`config.mk`:
```
export PLATFORM = sky130hd
export DESIGN_NAME = pc_redirect_unit
export DESIGN_NICKNAME = d
export VERILOG_FILES = /design/src/rtl/pipeline_pkg.sv /design/src/rtl/pc_redirect_arbiter.sv /design/src/rtl/pc_redirect_unit.sv
export SDC_FILE = /design/constraint.sdc
export NUM_CORES = 1
export LEC_CHECK = 0
export CAP_MARGIN = 25
export CORE_MARGIN = 4
export CORE_UTILIZATION = 40
export DETAILED_ROUTE_END_ITERATION = 12
export GPL_ROUTABILITY_DRIVEN = 0
export PLACE_DENSITY_LB_ADDON = 0.1
export SYNTH_ARGS = -nofsm -noshare
export SYNTH_HDL_FRONTEND = slang
export SYNTH_SLANG_ARGS = --single-unit
```
`constraint.sdc`:
```
create_clock -name Clk -period 3.3 [get_ports Clk]
set_input_delay 0.495 -clock Clk [delete_from_list [all_inputs] [get_ports Clk]]
set_output_delay 0.495 -clock Clk [all_outputs]
set_load 0.02 [all_outputs]
```
`src/rtl/pipeline_pkg.sv`:
```
// Shared constants for the pipelined MIPS core: default address width,
// reset/exception vectors and the redirect channel numbering (lower index =
// older pipeline stage = higher priority).
package pipeline_pkg;

    localparam int          PIPE_ADDR_W     = 32;
    localparam int          PIPE_NUM_SRC    = 3;
    localparam logic [31:0] PIPE_RESET_PC   = 32'h0000_0000;
    localparam logic [31:0] PIPE_EXC_VECTOR = 32'h8000_0180;

    localparam int SRC_BRANCH = 0;
    localparam int SRC_JR     = 1;
    localparam int SRC_JUMP   = 2;

endpackage

```
`src/rtl/pc_redirect_arbiter.sv`:
```
// Fixed-priority pick over NUM_REQ redirect requesters. Each requester carries
// its own source index; the lowest index wins, and on equal indices the
// requester in the lower slot wins. Purely combinational so it can be reused
// by a wider fetch front end.
module pc_redirect_arbiter #(
    parameter int NUM_REQ = 4,
    parameter int IDX_W   = 2,
    parameter int ADDR_W  = 32
) (
    input  logic [NUM_REQ-1:0]        reqValid,
    input  logic [NUM_REQ*IDX_W-1:0]  reqIdx,
    input  logic [NUM_REQ*ADDR_W-1:0] reqAddr,
    output logic                      grantValid,
    output logic [IDX_W-1:0]          grantIdx,
    output logic [ADDR_W-1:0]         grantAddr
);

    logic              bestValid;
    logic [IDX_W-1:0]  bestIdx;
    logic [ADDR_W-1:0] bestAddr;

    // Scan slots in order; only a strictly lower index displaces the current
    // best, so earlier slots win ties.
    always_comb begin
        bestValid = 1'b0;
        bestIdx   = '0;
        bestAddr  = '0;
        for (int i = 0; i < NUM_REQ; i++) begin
            if (reqValid[i] && (!bestValid || (reqIdx[i*IDX_W +: IDX_W] < bestIdx))) begin
                bestValid = 1'b1;
                bestIdx   = reqIdx[i*IDX_W +: IDX_W];
                bestAddr  = reqAddr[i*ADDR_W +: ADDR_W];
            end
        end
    end

    assign grantValid = bestValid;
    assign grantIdx   = bestIdx;
    assign grantAddr  = bestAddr;

endmodule

```
`src/rtl/pc_redirect_unit.sv`:
```
// Architectural PC register with redirect arbitration. Redirects that arrive
// while fetch is stalled are parked in a single pending entry and applied when
// the stall releases; exceptions bypass the stall entirely.
module pc_redirect_unit
    import pipeline_pkg::*;
#(
    parameter int                ADDR_W     = PIPE_ADDR_W,
    parameter int                NUM_SRC    = PIPE_NUM_SRC,
    parameter logic [ADDR_W-1:0] RESET_PC   = ADDR_W'(PIPE_RESET_PC),
    parameter logic [ADDR_W-1:0] EXC_VECTOR = ADDR_W'(PIPE_EXC_VECTOR),
    parameter int                INC        = 4,
    parameter int                CNT_W      = 16
) (
    input  logic                      Clk,
    input  logic                      Rst,
    input  logic                      Stall,
    input  logic                      Exception,
    input  logic [NUM_SRC-1:0]        RedirValid,
    input  logic [NUM_SRC*ADDR_W-1:0] RedirAddr,
    output logic [ADDR_W-1:0]         PC,
    output logic [ADDR_W-1:0]         PCPlus,
    output logic                      Flush,
    output logic                      PendingValid,
    output logic                      AlignErr,
    output logic [CNT_W-1:0]          RedirCount
);

    localparam int IDX_W   = (NUM_SRC > 1) ? $clog2(NUM_SRC) : 1;
    localparam int NUM_REQ = NUM_SRC + 1;

    logic                      pendValid;
    logic [IDX_W-1:0]          pendIdx;
    logic [ADDR_W-1:0]         pendAddr;

    logic [NUM_REQ-1:0]        reqValid;
    logic [NUM_REQ*IDX_W-1:0]  reqIdx;
    logic [NUM_REQ*ADDR_W-1:0] reqAddr;

    logic                      candValid;
    logic [IDX_W-1:0]          candIdx;
    logic [ADDR_W-1:0]         candAddr;

    logic [ADDR_W-1:0]         nextPc;
    logic                      applied;
    logic                      alignBad;

    assign PCPlus       = PC + ADDR_W'(INC);
    assign PendingValid = pendValid;

    // New channels occupy the low slots so they beat the pending entry on an
    // index tie; the pending entry sits last with its remembered index.
    always_comb begin
        reqValid = {pendValid, RedirValid};
        reqAddr  = {pendAddr, RedirAddr};
        reqIdx   = '0;
        for (int i = 0; i < NUM_SRC; i++) begin
            reqIdx[i*IDX_W +: IDX_W] = IDX_W'(i);
        end
        reqIdx[NUM_SRC*IDX_W +: IDX_W] = pendIdx;
    end

    pc_redirect_arbiter #(
        .NUM_REQ (NUM_REQ),
        .IDX_W   (IDX_W),
        .ADDR_W  (ADDR_W)
    ) u_arbiter (
        .reqValid   (reqValid),
        .reqIdx     (reqIdx),
        .reqAddr    (reqAddr),
        .grantValid (candValid),
        .grantIdx   (candIdx),
        .grantAddr  (candAddr)
    );

    // Next-PC select: exception, then redirect candidate, then sequential.
    always_comb begin
        nextPc   = PC;
        applied  = 1'b0;
        alignBad = 1'b0;
        if (Exception) begin
            nextPc  = EXC_VECTOR;
            applied = 1'b1;
        end else if (!Stall && candValid) begin
            nextPc   = {candAddr[ADDR_W-1:2], 2'b00};
            applied  = 1'b1;
            alignBad = |candAddr[1:0];
        end else if (!Stall) begin
            nextPc = PCPlus;
        end
    end

    // PC, status pulses and saturating redirect counter.
    always_ff @(posedge Clk or posedge Rst) begin
        if (Rst) begin
            PC         <= RESET_PC;
            Flush      <= 1'b0;
            AlignErr   <= 1'b0;
            RedirCount <= '0;
        end else begin
            PC       <= nextPc;
            Flush    <= applied;
            AlignErr <= alignBad;
            if (applied && (RedirCount != {CNT_W{1'b1}})) begin
                RedirCount <= RedirCount + CNT_W'(1);
            end
        end
    end

    // Pending entry: parked during a stall, dropped once anything is applied.
    always_ff @(posedge Clk or posedge Rst) begin
        if (Rst) begin
            pendValid <= 1'b0;
            pendIdx   <= '0;
            pendAddr  <= '0;
        end else if (Exception || !Stall) begin
            pendValid <= 1'b0;
            pendIdx   <= '0;
            pendAddr  <= '0;
        end else if (|RedirValid) begin
            pendValid <= 1'b1;
            pendIdx   <= candIdx;
            pendAddr  <= candAddr;
        end
    end

endmodule

```
==> Slide: Implementation Results, run 1 <==
Physical Implementation Snapshot

Outcome
  • Outcome: complete, no violations

Clocking
  • Cts repair resizes: 6
  • CTS max path bufs: 2
  • TritonCTS Sinks: 83
  • # Post-CTS Setup Buffers: 0
  • CTS clk-pin slew, worst paths: 0.07 ns
  • Hold buffers post-CTS: 0

Synthesis
  • Synthesized area per cell: 8.57 um^2
  • Biggest area cells: dfrtp_1 (38%), a21oi_1 (5.0%), xnor2_1 (4.7%), nand2_1 (4.7%), a221oi_1 (3.7%)
  • Synth Area in Compound Gates: 23.6%
  • Top cell area share: 38.5%
  • Warnings from Yosys: 0
  • Simple-Gate Area Share: 22.3%
  • XOR Share, Synth: 6.49%
  • Prevailing post-synth register cell: dfrtp_1
  • Top non-seq family: AND-OR/OR-AND gates
  • Flops after synth: 83
  • Count leader, synth: dfrtp_1
  • Top cells by count: dfrtp_1 (83), nand2_1 (67), a21oi_1 (54)
  • Fraction of registers with async set/reset: 100%

Power and ir drop
  • Cell-internal power: 2.25 mW
  • Comb power frac: 28.9%
  • Cell Pwr Density: 423 nW/um^2
  • Net Switching: 1.05 mW
  • Overall Power: 3.29 mW
  • Peak supply drop: 0.477 mV
  • Combinational power: 0.952 mW

Setup path
  • Critical Path Stages: 5
  • Worst R2R Start: pendIdx[1]
  • Crit start category: register
  • Required time worst endpoint: 2.80 ns
  • Highest-delay cell along the critical path: clkdlybuf4s50_1
  • Crit path capture: PCPlus[13]

Drt
  • Met2 wire len: 9020 um
  • Metal3 WL: 1350 um
  • Vias per Instance: 5.81
  • M1 wire length: 7730 um
  • Routed wire length: 18,400 um
  • Post-route ant nets: 0
  • First-pass DRT Iterations: 6
  • Top Metal Used: met4

Finish
  • Inverters: 24
  • Top class by area: multi-input combinational cells
  • Multi-input gates: 469
  • FF+latch count: 83
  • Most flop-heavy register: pendAddr
  • Plain + repair buffers: 214
  • Largest register FFs: 32
  • Fraction of layout cells with a size suffix above 1: 9.43%
  • N_diodes: 0
  • Fill cells: 1,221

Floorplanning
  • Die W: 124 um
  • Tapcells: 176
  • Die Footprint: 15,400 um^2
  • # IOs: 186
  • DIE HEIGHT: 124 um

Global routing
  • Grt peak-use layer: met2
  • Initial antenna violation count: 0
  • Grt met2 use: 40.2%
  • Overall Global Routing Usage: 24.1%
  • First-pass GRT wire length: 29,100 um

Timing
  • Highest Clock Rate: 315 MHz
  • Fin worst setup slack: 0.124 ns
  • Slew @ Worst Pin: 0.685 ns
  • TNS Setup: 0 ns
  • Worst hold slack: 0.459 ns
  • Final Slew Violations: 0

Place
  • HPWL Detailed: 13,900 um
  • DP Cell Count: 966

Min path
  • Hold Path Cell Cnt: 4
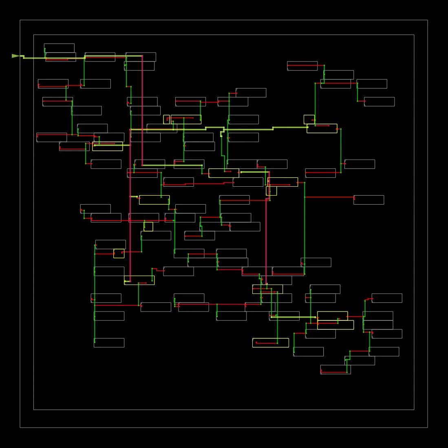
Fig. 1. Clock nets (run 1).
Clock group: 1.11 mW
TritonCTS buffer count: 9

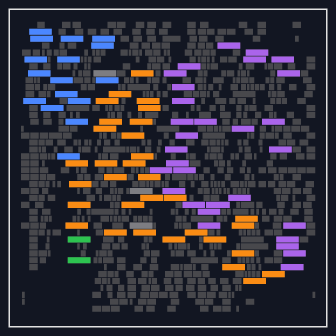
Fig. 2. Sequential cells coloured by netlist name (run 1).
colour	signal	flops
orange	`pendAddr`	32
green	`pendIdx`	2
blue	`RedirCount`	16
purple	`PC`	30
flop share of the area: 26.7%
P_seq: 1.23 mW
Finished Core Util: 58.7%
FF/Latch Area: 2080 um^2

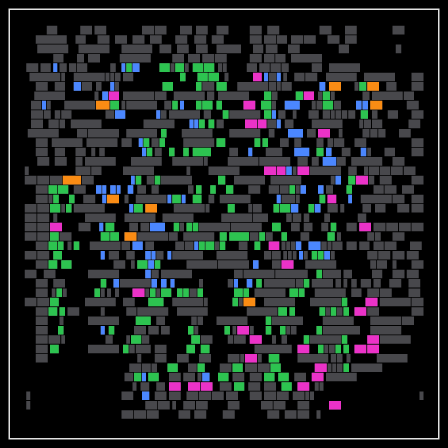
Fig. 3. Gate families picked out (run 1).
colour	family	cells
orange	multiplexers	9
magenta	AND-OR and OR-AND gates	33
green	inverting AOI/OAI gates	148
blue	NOR gates	71
Top cell excl fill/tap: clkdlybuf4s50_1
Finished Layout Cells: 982
Comb/total area: 38.6%

Fig. 4: run 1, layout detail
Region (6, 68) to (56, 118) um. Cells in grey, sequential cells in the stronger grey; small squares are vias.
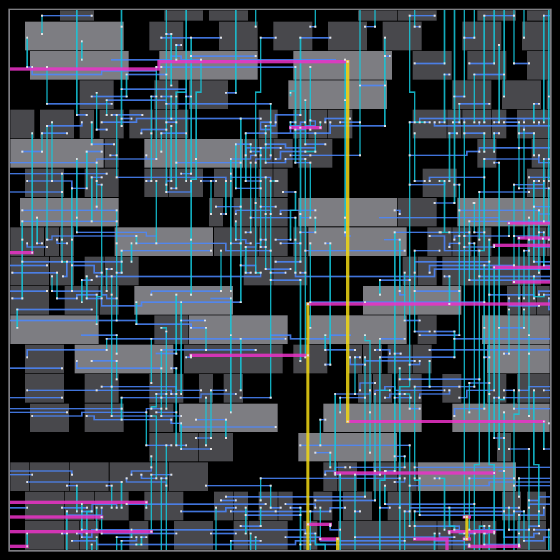

==> inputs of run 2 (changes only) <==
--- a/config.mk
+++ b/config.mk
@@ -10,7 +10,8 @@
 export CORE_UTILIZATION = 40
 export DETAILED_ROUTE_END_ITERATION = 12
 export GPL_ROUTABILITY_DRIVEN = 0
-export PLACE_DENSITY_LB_ADDON = 0.1
+export PLACE_DENSITY = 0.72
+export RECOVER_POWER = 100
 export SYNTH_ARGS = -nofsm -noshare
 export SYNTH_HDL_FRONTEND = slang
 export SYNTH_SLANG_ARGS = --single-unit
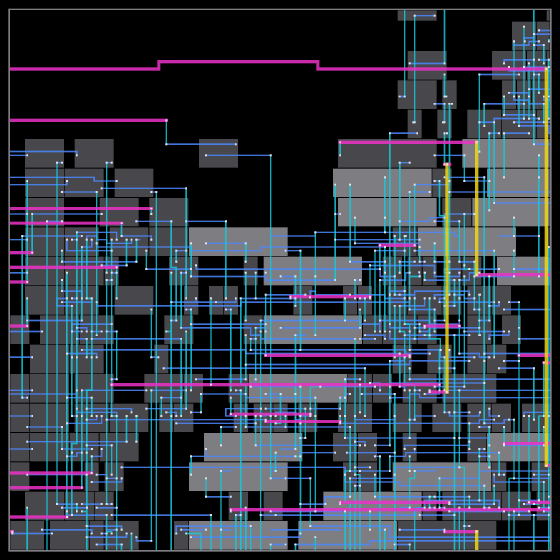
Fig. 5. Layout detail (run 2).
Region (6, 68) to (56, 118) um. Cells in grey, sequential cells in the stronger grey; small squares are vias.
colour	layer
cyan	met2
magenta	met3
blue	met1
yellow	met4
netlist names of flops here include	`pendAddr` (11), `RedirCount` (4), `PC` (2)
most frequent	clkdlybuf4s50_1 (27), dfrtp_1 (18), nor2_1 (13)
sequential cells in the window	18
cells with their middle in the window	140

==> run 2 against run 1 <==
  * The run now ends with max-capacitance violations, max-slew violations left
  * Sequential power about the same
  * Setup slack worse by 0.0021 ns
  * Non-clock buffer count down 4
  * Maximum frequency is essentially flat
  * Critical path type unchanged
  * Largest cell class unchanged
  * Largest power group unchanged
==> Slide: Implementation Results, run 2 <==
Physical Implementation Snapshot

Setup path
  • Worst R2R Start: PendingValid
  • Highest-delay cell along the critical path: clkdlybuf4s50_1
  • Crit start category: register
  • Required time worst endpoint: 2.80 ns
  • Critical Path Stages: 5
  • Crit path capture: PCPlus[13]

Floorplanning
  • Tapcells: 176
  • DIE HEIGHT: 124 um
  • # IOs: 186
  • Die Footprint: 15,400 um^2

Drt
  • First-pass DRT Iterations: 5
  • Met2 wire len: 8780 um
  • Metal3 WL: 1700 um
  • Vias per Instance: 5.81
  • Post-route ant nets: 0
  • M1 wire length: 8200 um
  • Top Metal Used: met4

Finish
  • FF+latch count: 83
  • Plain + repair buffers: 210
  • Finished Layout Cells: 978
  • Most flop-heavy register: pendAddr
  • Finished Core Util: 58.0%
  • N_diodes: 0
  • Multi-input gates: 469
  • Top cell excl fill/tap: clkdlybuf4s50_1
  • Fraction of layout cells with a size suffix above 1: 8.60%
  • Comb/total area: 39.0%
  • Flop share of the area: 27.1%
  • Largest register FFs: 32
  • Inverters: 24
  • FF/Latch Area: 2080 um^2
  • Fill cells: 1,176

Synthesis
  • Simple-Gate Area Share: 22.3%
  • Biggest area cells: dfrtp_1 (38%), a21oi_1 (5.0%), xnor2_1 (4.7%), nand2_1 (4.7%), a221oi_1 (3.7%)
  • Count leader, synth: dfrtp_1
  • Top cell area share: 38.5%
  • XOR Share, Synth: 6.49%
  • Fraction of registers with async set/reset: 100%
  • Prevailing post-synth register cell: dfrtp_1
  • Flops after synth: 83
  • Top non-seq family: AND-OR/OR-AND gates

Clocking
  • # Post-CTS Setup Buffers: 0
  • Hold buffers post-CTS: 0
  • CTS clk-pin slew, worst paths: 0.06 ns
  • CTS max path bufs: 2
  • Cts repair resizes: 5
  • TritonCTS buffer count: 9
  • TritonCTS Sinks: 83

Outcome
  • Outcome: finished, violations left
  • Violated checks: max-capacitance violations, max-slew violations

Timing
  • Final Slew Violations: 70
  • Slew @ Worst Pin: 1.71 ns
  • Worst hold slack: 0.507 ns
  • Highest Clock Rate: 315 MHz
  • TNS Setup: 0 ns
  • Fin worst setup slack: 0.122 ns

Flow run
  • Maxcap violations: 2

Global routing
  • First-pass GRT wire length: 30,100 um
  • Grt peak-use layer: met2
  • Initial antenna violation count: 0
  • Grt met2 use: 39.5%

Place
  • DP Cell Count: 962
  • HPWL Detailed: 14,700 um

Power and ir drop
  • Peak supply drop: 0.269 mV
  • Cell Pwr Density: 408 nW/um^2
  • Overall Power: 3.13 mW
  • P_seq: 1.24 mW
  • Cell-internal power: 2.09 mW
  • Combinational power: 0.909 mW
  • Clock group: 0.981 mW

Min path
  • Hold Path Cell Cnt: 2
Power and IR drop assume default switching activity.
